run_1/registers.png
Bar = 50 um.
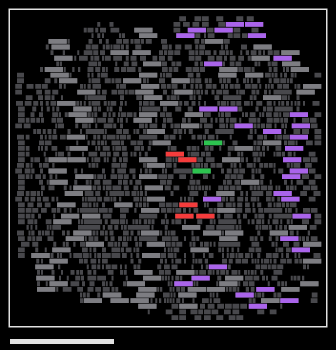
run_1/gate_families.png
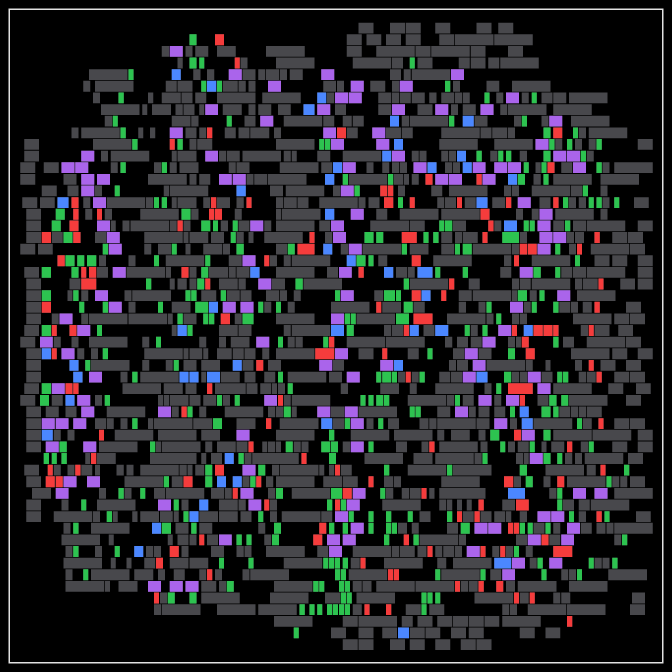
run_1/clock_map.png
Bar = 50 um.
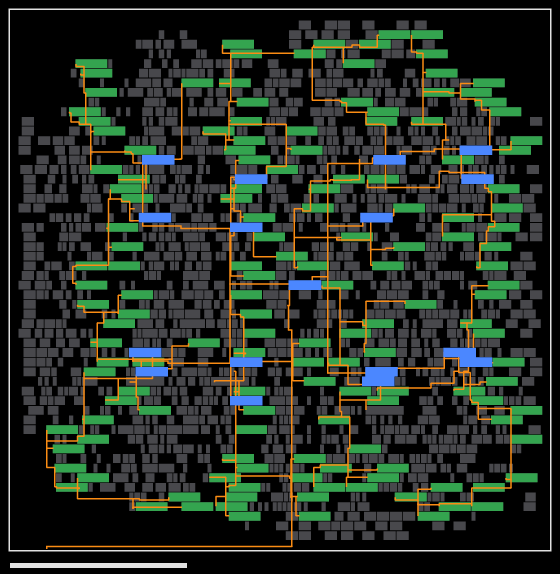
run_1/final_congestion.png
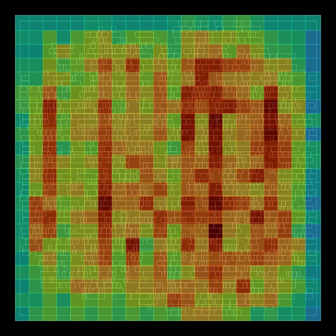
`src/rtl/rv_div_unit_pkg.sv`:
```
// Shared constants and opcode helpers for the RV32M iterative divide unit.
package rv_div_unit_pkg;

    localparam int DIV_XLEN   = 32;
    localparam int DIV_REG_AW = 5;

    localparam logic [1:0] DIV_OP_DIV  = 2'b00;
    localparam logic [1:0] DIV_OP_DIVU = 2'b01;
    localparam logic [1:0] DIV_OP_REM  = 2'b10;
    localparam logic [1:0] DIV_OP_REMU = 2'b11;

    localparam logic [DIV_REG_AW-1:0] X0        = '0;
    localparam logic [DIV_XLEN-1:0]   ZERO_WORD = '0;

    function automatic logic isSignedOp(input logic [1:0] op);
        logic r;
        case (op)
            DIV_OP_DIV, DIV_OP_REM:   r = 1'b1;
            DIV_OP_DIVU, DIV_OP_REMU: r = 1'b0;
            default:                  r = 1'b0;
        endcase
        return r;
    endfunction

    function automatic logic isRemOp(input logic [1:0] op);
        return (op == DIV_OP_REM) || (op == DIV_OP_REMU);
    endfunction

endpackage

```
`src/rtl/rv_div_unit_if.sv`:
```
// Execute-stage port bundle between the pipeline and the divide unit.
// Handshake: Start is taken only while the unit is idle (Busy low); Done is a one-cycle pulse with Result/AddrRdOut valid.
interface rv_div_unit_if
    import rv_div_unit_pkg::*;
#(
    parameter int XLEN   = DIV_XLEN,
    parameter int REG_AW = DIV_REG_AW
);
    logic              Start;
    logic [1:0]        Op;
    logic [XLEN-1:0]   Dividend;
    logic [XLEN-1:0]   Divisor;
    logic [REG_AW-1:0] AddrRdIn;
    logic              Flush;
    logic              Busy;
    logic              Done;
    logic [XLEN-1:0]   Result;
    logic [REG_AW-1:0] AddrRdOut;
    logic              RegWrite;

    modport master (
        output Start, Op, Dividend, Divisor, AddrRdIn, Flush,
        input  Busy, Done, Result, AddrRdOut, RegWrite
    );

    modport slave (
        input  Start, Op, Dividend, Divisor, AddrRdIn, Flush,
        output Busy, Done, Result, AddrRdOut, RegWrite
    );
endinterface

```
`src/rtl/rv_div_step.sv`:
```
// One restoring radix-2 division step: shift the next quotient bit into the remainder, subtract if it fits.
module rv_div_step #(
    parameter int XLEN = 32
) (
    input  logic [XLEN-1:0] RemIn,
    input  logic [XLEN-1:0] QuoIn,
    input  logic [XLEN-1:0] Divisor,
    output logic [XLEN-1:0] RemOut,
    output logic [XLEN-1:0] QuoOut
);
    logic [XLEN:0]   shifted;
    logic [XLEN-1:0] diffLo;
    logic            fits;

    // The extra top bit keeps the compare exact when the shifted remainder overflows XLEN bits.
    assign shifted = {RemIn, QuoIn[XLEN-1]};
    assign fits    = shifted >= {1'b0, Divisor};
    assign diffLo  = shifted[XLEN-1:0] - Divisor;
    assign RemOut  = fits ? diffLo : shifted[XLEN-1:0];
    assign QuoOut  = {QuoIn[XLEN-2:0], fits};
endmodule

```
`src/rtl/rv_div_unit.sv`:
```
// Iterative DIV/DIVU/REM/REMU unit: magnitude division over XLEN restoring steps, sign fix-up, one-cycle Done.
module rv_div_unit
    import rv_div_unit_pkg::*;
#(
    parameter int XLEN   = DIV_XLEN,
    parameter int REG_AW = DIV_REG_AW
) (
    input  logic        Clk,
    input  logic        Rst,
    rv_div_unit_if.slave divBus,
    output logic [1:0]  DbgState
);
    localparam logic [1:0] S_IDLE = 2'd0;
    localparam logic [1:0] S_CALC = 2'd1;
    localparam logic [1:0] S_FIX  = 2'd2;
    localparam logic [1:0] S_FAST = 2'd3;

    localparam int              CNT_W    = $clog2(XLEN);
    localparam logic [CNT_W-1:0] CNT_LAST = CNT_W'(XLEN - 1);
    localparam logic [XLEN-1:0] MIN_NEG  = {1'b1, {(XLEN-1){1'b0}}};

    logic [1:0]        state;
    logic [CNT_W-1:0]  cnt;
    logic [XLEN-1:0]   remReg, quoReg, dvsrReg;
    logic [XLEN-1:0]   remNext, quoNext;
    logic              remSel, negQ, negR, done;
    logic [REG_AW-1:0] addrReg;
    logic [XLEN-1:0]   result;
    logic [REG_AW-1:0] addrOut;

    logic              opSigned, aNeg, bNeg, divZero, overflow, accept;
    logic [XLEN-1:0]   aAbs, bAbs, fastRes, qFinal, rFinal;

    always_comb begin
        opSigned = isSignedOp(divBus.Op);
        aNeg     = opSigned & divBus.Dividend[XLEN-1];
        bNeg     = opSigned & divBus.Divisor[XLEN-1];
        aAbs     = aNeg ? -divBus.Dividend : divBus.Dividend;
        bAbs     = bNeg ? -divBus.Divisor : divBus.Divisor;
        divZero  = (divBus.Divisor == '0);
        overflow = opSigned & (divBus.Dividend == MIN_NEG) & (divBus.Divisor == '1);
        // Special cases bypass the iteration; div-by-zero remainder is the raw dividend even for signed ops.
        fastRes  = '0;
        if (isRemOp(divBus.Op)) fastRes = divZero ? divBus.Dividend : '0;
        else                    fastRes = divZero ? '1 : MIN_NEG;
        // A Done still high means the unit just finished; a Start in that cycle is dropped.
        accept   = (state == S_IDLE) & divBus.Start & ~divBus.Flush & ~done;
        qFinal   = negQ ? -quoReg : quoReg;
        rFinal   = negR ? -remReg : remReg;
    end

    rv_div_step #(.XLEN(XLEN)) u_step (
        .RemIn   (remReg),
        .QuoIn   (quoReg),
        .Divisor (dvsrReg),
        .RemOut  (remNext),
        .QuoOut  (quoNext)
    );

    always_ff @(posedge Clk or posedge Rst) begin
        if (Rst) begin
            state   <= S_IDLE;
            cnt     <= '0;
            remReg  <= '0;
            quoReg  <= '0;
            dvsrReg <= '0;
            remSel  <= 1'b0;
            negQ    <= 1'b0;
            negR    <= 1'b0;
            addrReg <= '0;
            done    <= 1'b0;
            result  <= XLEN'(ZERO_WORD);
            addrOut <= '0;
        end else begin
            done <= 1'b0;
            case (state)
                S_IDLE: begin
                    if (accept) begin
                        remSel  <= isRemOp(divBus.Op);
                        negQ    <= aNeg ^ bNeg;
                        negR    <= aNeg;
                        addrReg <= divBus.AddrRdIn;
                        remReg  <= '0;
                        quoReg  <= aAbs;
                        dvsrReg <= bAbs;
                        cnt     <= '0;
                        if (divZero | overflow) begin
                            // FAST is the Done cycle itself, so Done lands one cycle after Start.
                            state   <= S_FAST;
                            result  <= fastRes;
                            addrOut <= divBus.AddrRdIn;
                            done    <= 1'b1;
                        end else begin
                            state <= S_CALC;
                        end
                    end
                end
                S_CALC: begin
                    if (divBus.Flush) begin
                        state <= S_IDLE;
                    end else begin
                        remReg <= remNext;
                        quoReg <= quoNext;
                        cnt    <= cnt + 1'b1;
                        if (cnt == CNT_LAST) state <= S_FIX;
                    end
                end
                S_FIX: begin
                    state <= S_IDLE;
                    if (!divBus.Flush) begin
                        result  <= remSel ? rFinal : qFinal;
                        addrOut <= addrReg;
                        done    <= 1'b1;
                    end
                end
                default: state <= S_IDLE;
            endcase
        end
    end

    assign divBus.Busy      = (state != S_IDLE) | done;
    assign divBus.Done      = done;
    assign divBus.Result    = result;
    assign divBus.AddrRdOut = addrOut;
    assign divBus.RegWrite  = done & (addrOut != REG_AW'(X0));
    assign DbgState         = state;
endmodule

```
`src/flat_wrapper.sv`:
```
// flat-port wrapper written by rule: the top's interface ports become plain ports
module rv_div_unit_flat import rv_div_unit_pkg::*;
#(
    parameter int XLEN   = DIV_XLEN,
    parameter int REG_AW = DIV_REG_AW
)
  (Clk, Rst, DbgState, divBus_Start, divBus_Op, divBus_Dividend, divBus_Divisor, divBus_AddrRdIn, divBus_Flush, divBus_Busy, divBus_Done, divBus_Result, divBus_AddrRdOut, divBus_RegWrite);
  rv_div_unit_if #(.XLEN(XLEN), .REG_AW(REG_AW)) divBus_i ();
  input  logic Clk;
  input  logic Rst;
  output logic [1:0] DbgState;
  input wire logic [$bits(divBus_i.Start)-1:0] divBus_Start;
  input wire logic [$bits(divBus_i.Op)-1:0] divBus_Op;
  input wire logic [$bits(divBus_i.Dividend)-1:0] divBus_Dividend;
  input wire logic [$bits(divBus_i.Divisor)-1:0] divBus_Divisor;
  input wire logic [$bits(divBus_i.AddrRdIn)-1:0] divBus_AddrRdIn;
  input wire logic [$bits(divBus_i.Flush)-1:0] divBus_Flush;
  output wire logic [$bits(divBus_i.Busy)-1:0] divBus_Busy;
  output wire logic [$bits(divBus_i.Done)-1:0] divBus_Done;
  output wire logic [$bits(divBus_i.Result)-1:0] divBus_Result;
  output wire logic [$bits(divBus_i.AddrRdOut)-1:0] divBus_AddrRdOut;
  output wire logic [$bits(divBus_i.RegWrite)-1:0] divBus_RegWrite;
  assign divBus_i.Start = divBus_Start;
  assign divBus_i.Op = divBus_Op;
  assign divBus_i.Dividend = divBus_Dividend;
  assign divBus_i.Divisor = divBus_Divisor;
  assign divBus_i.AddrRdIn = divBus_AddrRdIn;
  assign divBus_i.Flush = divBus_Flush;
  assign divBus_Busy = divBus_i.Busy;
  assign divBus_Done = divBus_i.Done;
  assign divBus_Result = divBus_i.Result;
  assign divBus_AddrRdOut = divBus_i.AddrRdOut;
  assign divBus_RegWrite = divBus_i.RegWrite;
  rv_div_unit #(.XLEN(XLEN), .REG_AW(REG_AW)) u_core (.Clk(Clk), .Rst(Rst), .divBus(divBus_i), .DbgState(DbgState));
endmodule
```
`config.mk`:
```
export PLATFORM = sky130hd
export DESIGN_NAME = rv_div_unit_flat
export DESIGN_NICKNAME = d
export VERILOG_FILES = /design/src/rtl/rv_div_unit_pkg.sv /design/src/rtl/rv_div_unit_if.sv /design/src/rtl/rv_div_step.sv /design/src/rtl/rv_div_unit.sv /design/src/flat_wrapper.sv
export SDC_FILE = /design/constraint.sdc
export NUM_CORES = 1
export LEC_CHECK = 0
export ABC_CLOCK_PERIOD_IN_PS = 6300
export CAP_MARGIN = 20
export CORE_MARGIN = 2
export CORE_UTILIZATION = 50
export DETAILED_ROUTE_END_ITERATION = 6
export PLACE_DENSITY = 0.72
export SETUP_SLACK_MARGIN = 0.02
export SYNTH_ARGS = -nofsm -noshare
export SYNTH_HDL_FRONTEND = slang
export SYNTH_SLANG_ARGS = --single-unit
```
`constraint.sdc`:
```
create_clock -name Clk -period 6.3 [get_ports Clk]
set_clock_uncertainty 0.1 [all_clocks]
set_input_delay 0.63 -clock Clk [delete_from_list [all_inputs] [get_ports Clk]]
set_output_delay 0.63 -clock Clk [all_outputs]
set_load 0.02 [all_outputs]
```
==> Slide: Implementation Results, run 1 <==
Synthesis and Place & Route Summary

Run status
  – Status: finished, final reports clean

Floorplan
  – Initial Utilization: 0.5067
  – Die Y: 152.5 um
  – Die Wd: 152.5 um
  – Row cnt: 54
  – Core outline area: 21760 um2
  – Tap Cells: 280
  – Ports: 117
  – Chip area: 23250 um2

Synth
  – Post-Synthesis Net Count: 1504
  – Synthesized chip area reported by yosys: 11020 um2
  – FA/HA/MAJ Cells, Area Fraction: 0.04608
  – Post-synth top area cell: dfrtp_1
  – Largest logic family: AND-OR/OR-AND gates
  – Ys async rst share: 1.000
  – Post-synth top flop: dfrtp_1
  – Yosys synthesis warning count: 0
  – Netlist Area Pre-Place: 11020 um2
  – Mean post-synth cell area: 7.936 um2
  – Yosys cell types: 74
  – Yosys cell count: 1389
  – Mapped Cells: 1389
  – And+or+nand+nor area frac: 0.2025
  – Top cells, area: dfrtp_1 (34%), o21ai_0 (8.1%), nand2_1 (7.3%)
  – Synth top cell by count: nand2_1
  – Registers, synthesis: 149
  – Yosys xor share: 0.1128
  – Synth top cells by count: nand2_1 (214), o21ai_0 (179), dfrtp_1 (149), nor2_1 (88), a21oi_1 (82)
  – Area share, top type: 0.3383

Finish
  – MI comb cells: 1109
  – Seq area share: 0.2886
  – Syn-to-layout area delta: 17.19%
  – Inverters: 55
  – CLK BUF: 21
  – Data buffer area share: 0.09686
  – Final Instance Area: 12920 um2
  – Seq cells: 149
  – ANT cells: 0
  – Non-clock buffer count in the final layout: 128
  – Clock-cell share: 0.04591
  – Cell class ranked first by area: combinational gates
  – Most frequent cells in the layout: nand2_1 (214), o21ai_0 (179), dfrtp_1 (149)
  – Final core utilization: 0.5937
  – Comb area share: 0.5247
  – Final Non-Filler Cells: 1753
  – Comb gate area: 6778 um2
  – Commonest Layout Cell: nand2_1
  – Register area: 3729 um2

Clocking
  – CTS Hold Bufs: 0
  – Skew-Pair Late Insertion Delay: 0.43 ns
  – Htree depth: 4
  – CTS tree: yes
  – CTS root buf: clkbuf_16
  – Post-CTS Resized: 0
  – CTS sink cnt: 149
  – Clock transition at path regs: 0.06 ns
  – Clk buf depth: 2

Power and ir drop
  – Clk pwr: 1.05 mW
  – Power Dens Cells: 332.3 nW/um2
  – Comb group: 1.83 mW
  – Int Pwr: 2.535 mW
  – Largest Pwr Group: combinational cells
  – Overall power: 4.292 mW
  – Leak: 5.366 nW
  – Clk pwr share: 0.244
  – Sequential power: 1.41 mW
  – Switching power of the nets: 1.757 mW
  – Switching Fraction: 0.4093
  – Comb power frac: 0.427
  – Max VDD drop: 181.0 uV
  – Sequential share of power: 0.329

Placement
  – Dpl cells: 1720
  – Port Buf Inserts: 116
  – Setup Slack @ Placement: 2.096 ns
  – DP Area: 12320 um2
  – GPL Wtd Cong: 0.9729
  – Detailed Place HPWL: 23190 um

Final timing
  – Hold Slack: 0.3782 ns
  – Final Max Slew Viols: 0
  – RSZ-0062 raised after global routing: false
  – Worst-margin pin slew: 1.013 ns
  – Relative slew slack: 0.3230
  – Tmin final: 3.894 ns
  – PnR worst setup slack: 2.406 ns
  – Final Hold Vio Count: 0
  – Setup TNS: 0 ns
  – Peak Freq: 0.2568 GHz

Routing
  – TritonRoute pass-1 iters: 5
  – Vias: 10565
  – Number of remaining DRC errors: 0
  – Initial detailed-routing violation count: 821
  – Vias/cell: 6.027
  – Detailed Route WL: 31940 um
  – Met2 Wirelength: 14730 um
  – Highest Signal Layer: met4
  – Routed met3 length: 2183 um
  – Metal-1 WL: 14060 um

Critical path
  – Reg2Reg Depth: 13
  – Crit. End Element: flip-flop
  – Reg-to-Reg End: u_core.remReg[24]
  – Worst path slowest cell: a221oi_1
  – Worst path top cell family by delay: AND-OR/OR-AND gates
  – Critical path depth: 13
  – Critical setup path kind: flip-flop to flip-flop
  – CP endpoint: u_core.remReg[24]
  – Startpoint Class: flip-flop
  – Max FO, Critical Path: 4
  – Cell Chain, Critical Path: inv_1 -> ha_1 -> inv_1 -> fa_1 -> a21o_1 -> a221oi_1 -> o221ai_1 -> a221oi_1 -> o21ai_0 -> nand3_1 -> a311oi_1 -> xnor2_1 -> o21ai_0
  – CP Buf/Inv Count: 2
  – Worst EP required: 6.54 ns
  – Critical path origin: u_core.quoReg[31]

Global route
  – Global-route wire length before repair: 52330 um
  – Overflow after GRT: 0
  – Largest net degree at the start of global routing: 102
  – M3 GR Usage: 0.04750
  – Initial antenna violation count: 0
  – Vias in the first global route: 10036

Hold path
  – Hold Crit Start: u_core.dvsrReg[30]
  – Hold Path Class: flip-flop to flip-flop
  – Worst Hold Path Cells: 2
Back to the opening pictures, registers.png:
Key: u_core.cnt = red [flops 5, where center]; u_core.DbgState = green [flops 2]; u_core.divBus.Result = purple [flops 32]
Another 110 sequential cells are not colored.

Back to the opening pictures, gate_families.png:
Key: AND and OR gates = blue [cells 55]; NOR gates = red [cells 138]; XOR/XNOR gates = purple [cells 142, where spread over the die]; NAND gates = green [cells 283, where spread over the die]

Back to the opening pictures, clock_map.png:
Key: flip-flops = green [count 149]; cells driving clock nets = blue [count 17]; clock wires = orange [length 2050 um]
There are 18 routed clock nets. Position of the flops: spread over the die.

Back to the opening pictures, final_congestion.png:
GRT Total Usage: 0.2749
grt peak-use layer: met2
Avg WL per Cell: 18.22 um
M1 GR Usage: 0.3791

==> run 1 -> run 2 <==
ABC_CLOCK_PERIOD_IN_PS = 3900   (was 6300)
clock period = 3.9 ns   (was 6.3 ns; I/O delays follow)
==> Slide: Implementation Results, run 2 <==
Synthesis and Place & Route Summary

Finish
  – Final core utilization: 0.6021
  – Comb gate area: 6783 um2
  – Non-clock buffer count in the final layout: 150
  – Data buffer area share: 0.1091
  – Seq area share: 0.2846
  – Cell class ranked first by area: combinational gates
  – ANT cells: 0
  – Comb area share: 0.5178
  – Final Non-Filler Cells: 1773
  – Syn-to-layout area delta: 18.84%
  – Register area: 3729 um2
  – CLK BUF: 20
  – Clock-cell share: 0.04537
  – Most frequent cells in the layout: nand2_1 (214), o21ai_0 (179), dfrtp_1 (149)
  – MI comb cells: 1109
  – Final Instance Area: 13100 um2
  – Seq cells: 149
  – Commonest Layout Cell: nand2_1
  – Inverters: 55

Power and ir drop
  – Sequential share of power: 0.323
  – Largest Pwr Group: combinational cells
  – Comb group: 3.03 mW
  – Leak: 5.482 nW
  – Int Pwr: 4.177 mW
  – Sequential power: 2.26 mW
  – Switching power of the nets: 2.822 mW
  – Power Dens Cells: 534.3 nW/um2
  – Max VDD drop: 252.9 uV
  – Switching Fraction: 0.4032
  – Clk pwr: 1.71 mW
  – Overall power: 7.000 mW
  – Comb power frac: 0.433
  – Clk pwr share: 0.245

Global route
  – Global-route wire length before repair: 52410 um
  – Grt peak-use layer: met2
  – Vias in the first global route: 9871
  – Initial antenna violation count: 0
  – M1 GR Usage: 0.3840
  – GRT Total Usage: 0.2777
  – M3 GR Usage: 0.04096
  – Largest net degree at the start of global routing: 94

Critical path
  – Worst path slowest cell: nor4_1
  – CP Buf/Inv Count: 0
  – Worst path top cell family by delay: simple AND/OR/NAND/NOR gates
  – Cell Chain, Critical Path: nor4_2 -> nand3_1 -> nor4_1 -> nand3_1 -> o31ai_2 -> xnor2_1 -> a221o_1 -> o21ai_1
  – Critical setup path kind: flip-flop to flip-flop
  – Reg-to-Reg End: u_core.divBus.Result[31]
  – Critical path origin: u_core.quoReg[2]
  – Critical path depth: 8
  – Worst EP required: 4.16 ns
  – Max FO, Critical Path: 7
  – Startpoint Class: flip-flop

Clocking
  – Post-CTS Resized: 0
  – Clk buf depth: 2
  – CTS sink cnt: 149
  – Htree depth: 4
  – CTS Hold Bufs: 0
  – Skew-Pair Late Insertion Delay: 0.43 ns
  – CTS tree: yes
  – CTS root buf: clkbuf_16

Final timing
  – Final Hold Vio Count: 0
  – Relative slew slack: 0.3313
  – Setup TNS: 0 ns
  – Hold Slack: 0.2532 ns
  – RSZ-0062 raised after global routing: false
  – Final Max Slew Viols: 0
  – Peak Freq: 0.2743 GHz
  – Tmin final: 3.646 ns
  – PnR worst setup slack: 0.2543 ns

Routing
  – Vias/cell: 6.028
  – Highest Signal Layer: met4
  – Avg WL per Cell: 18.32 um
  – Number of remaining DRC errors: 0
  – Met2 Wirelength: 15170 um
  – Routed met3 length: 2278 um
  – TritonRoute pass-1 iters: 6
  – Metal-1 WL: 14200 um

Synth
  – Ys async rst share: 1.000
  – Area share, top type: 0.3383
  – Post-synth top flop: dfrtp_1
  – Largest logic family: AND-OR/OR-AND gates
  – Mean post-synth cell area: 7.936 um2
  – Yosys synthesis warning count: 0
  – Yosys xor share: 0.1128
  – FA/HA/MAJ Cells, Area Fraction: 0.04608
  – Synthesized chip area reported by yosys: 11020 um2
  – Post-Synthesis Net Count: 1504
  – Yosys cell types: 74
  – Registers, synthesis: 149
  – Synth top cells by count: nand2_1 (214), o21ai_0 (179), dfrtp_1 (149), nor2_1 (88), a21oi_1 (82)
  – Yosys cell count: 1389
  – Netlist Area Pre-Place: 11020 um2
  – Synth top cell by count: nand2_1
  – Top cells, area: dfrtp_1 (34%), o21ai_0 (8.1%), nand2_1 (7.3%)
  – Post-synth top area cell: dfrtp_1
  – And+or+nand+nor area frac: 0.2025

Placement
  – DP Area: 12490 um2
  – Setup Slack @ Placement: 0.1512 ns
  – GPL Wtd Cong: 0.9605

Run status
  – Status: finished, final reports clean

Floorplan
  – Initial Utilization: 0.5067
  – Ports: 117
  – Die Y: 152.5 um
  – Die Wd: 152.5 um
  – Row cnt: 54
  – Tap Cells: 280
  – Core outline area: 21760 um2
  – Chip area: 23250 um2

Hold path
  – Hold Path Class: primary input to asynchronous set/reset pin
run_2/registers.png
Bar = 50 um.
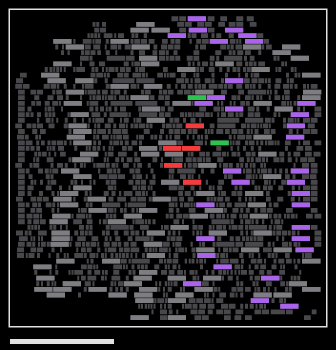
Key: u_core.divBus.Result = purple [flops 32]; u_core.cnt = red [flops 5, where center]; u_core.DbgState = green [flops 2]
Another 110 sequential cells are not colored.

run_2/clock_map.png
Bar = 50 um.
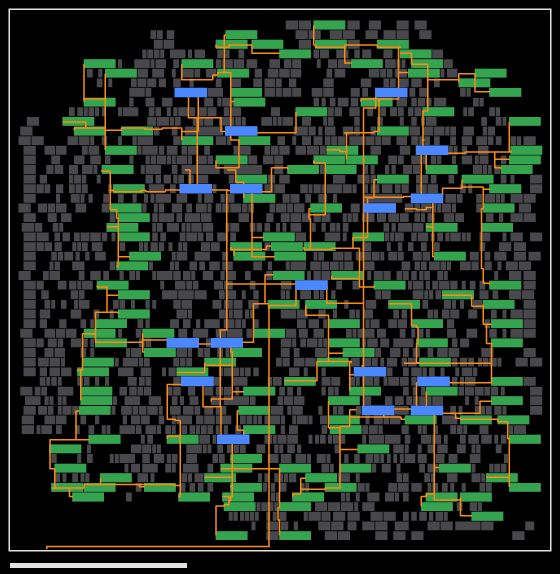
Key: cells driving clock nets = blue [count 17]; clock wires = orange [length 2010 um]; flip-flops = green [count 149]
There are 18 routed clock nets.

Power figures rest on the tool's default switching activity, not on a simulated workload.
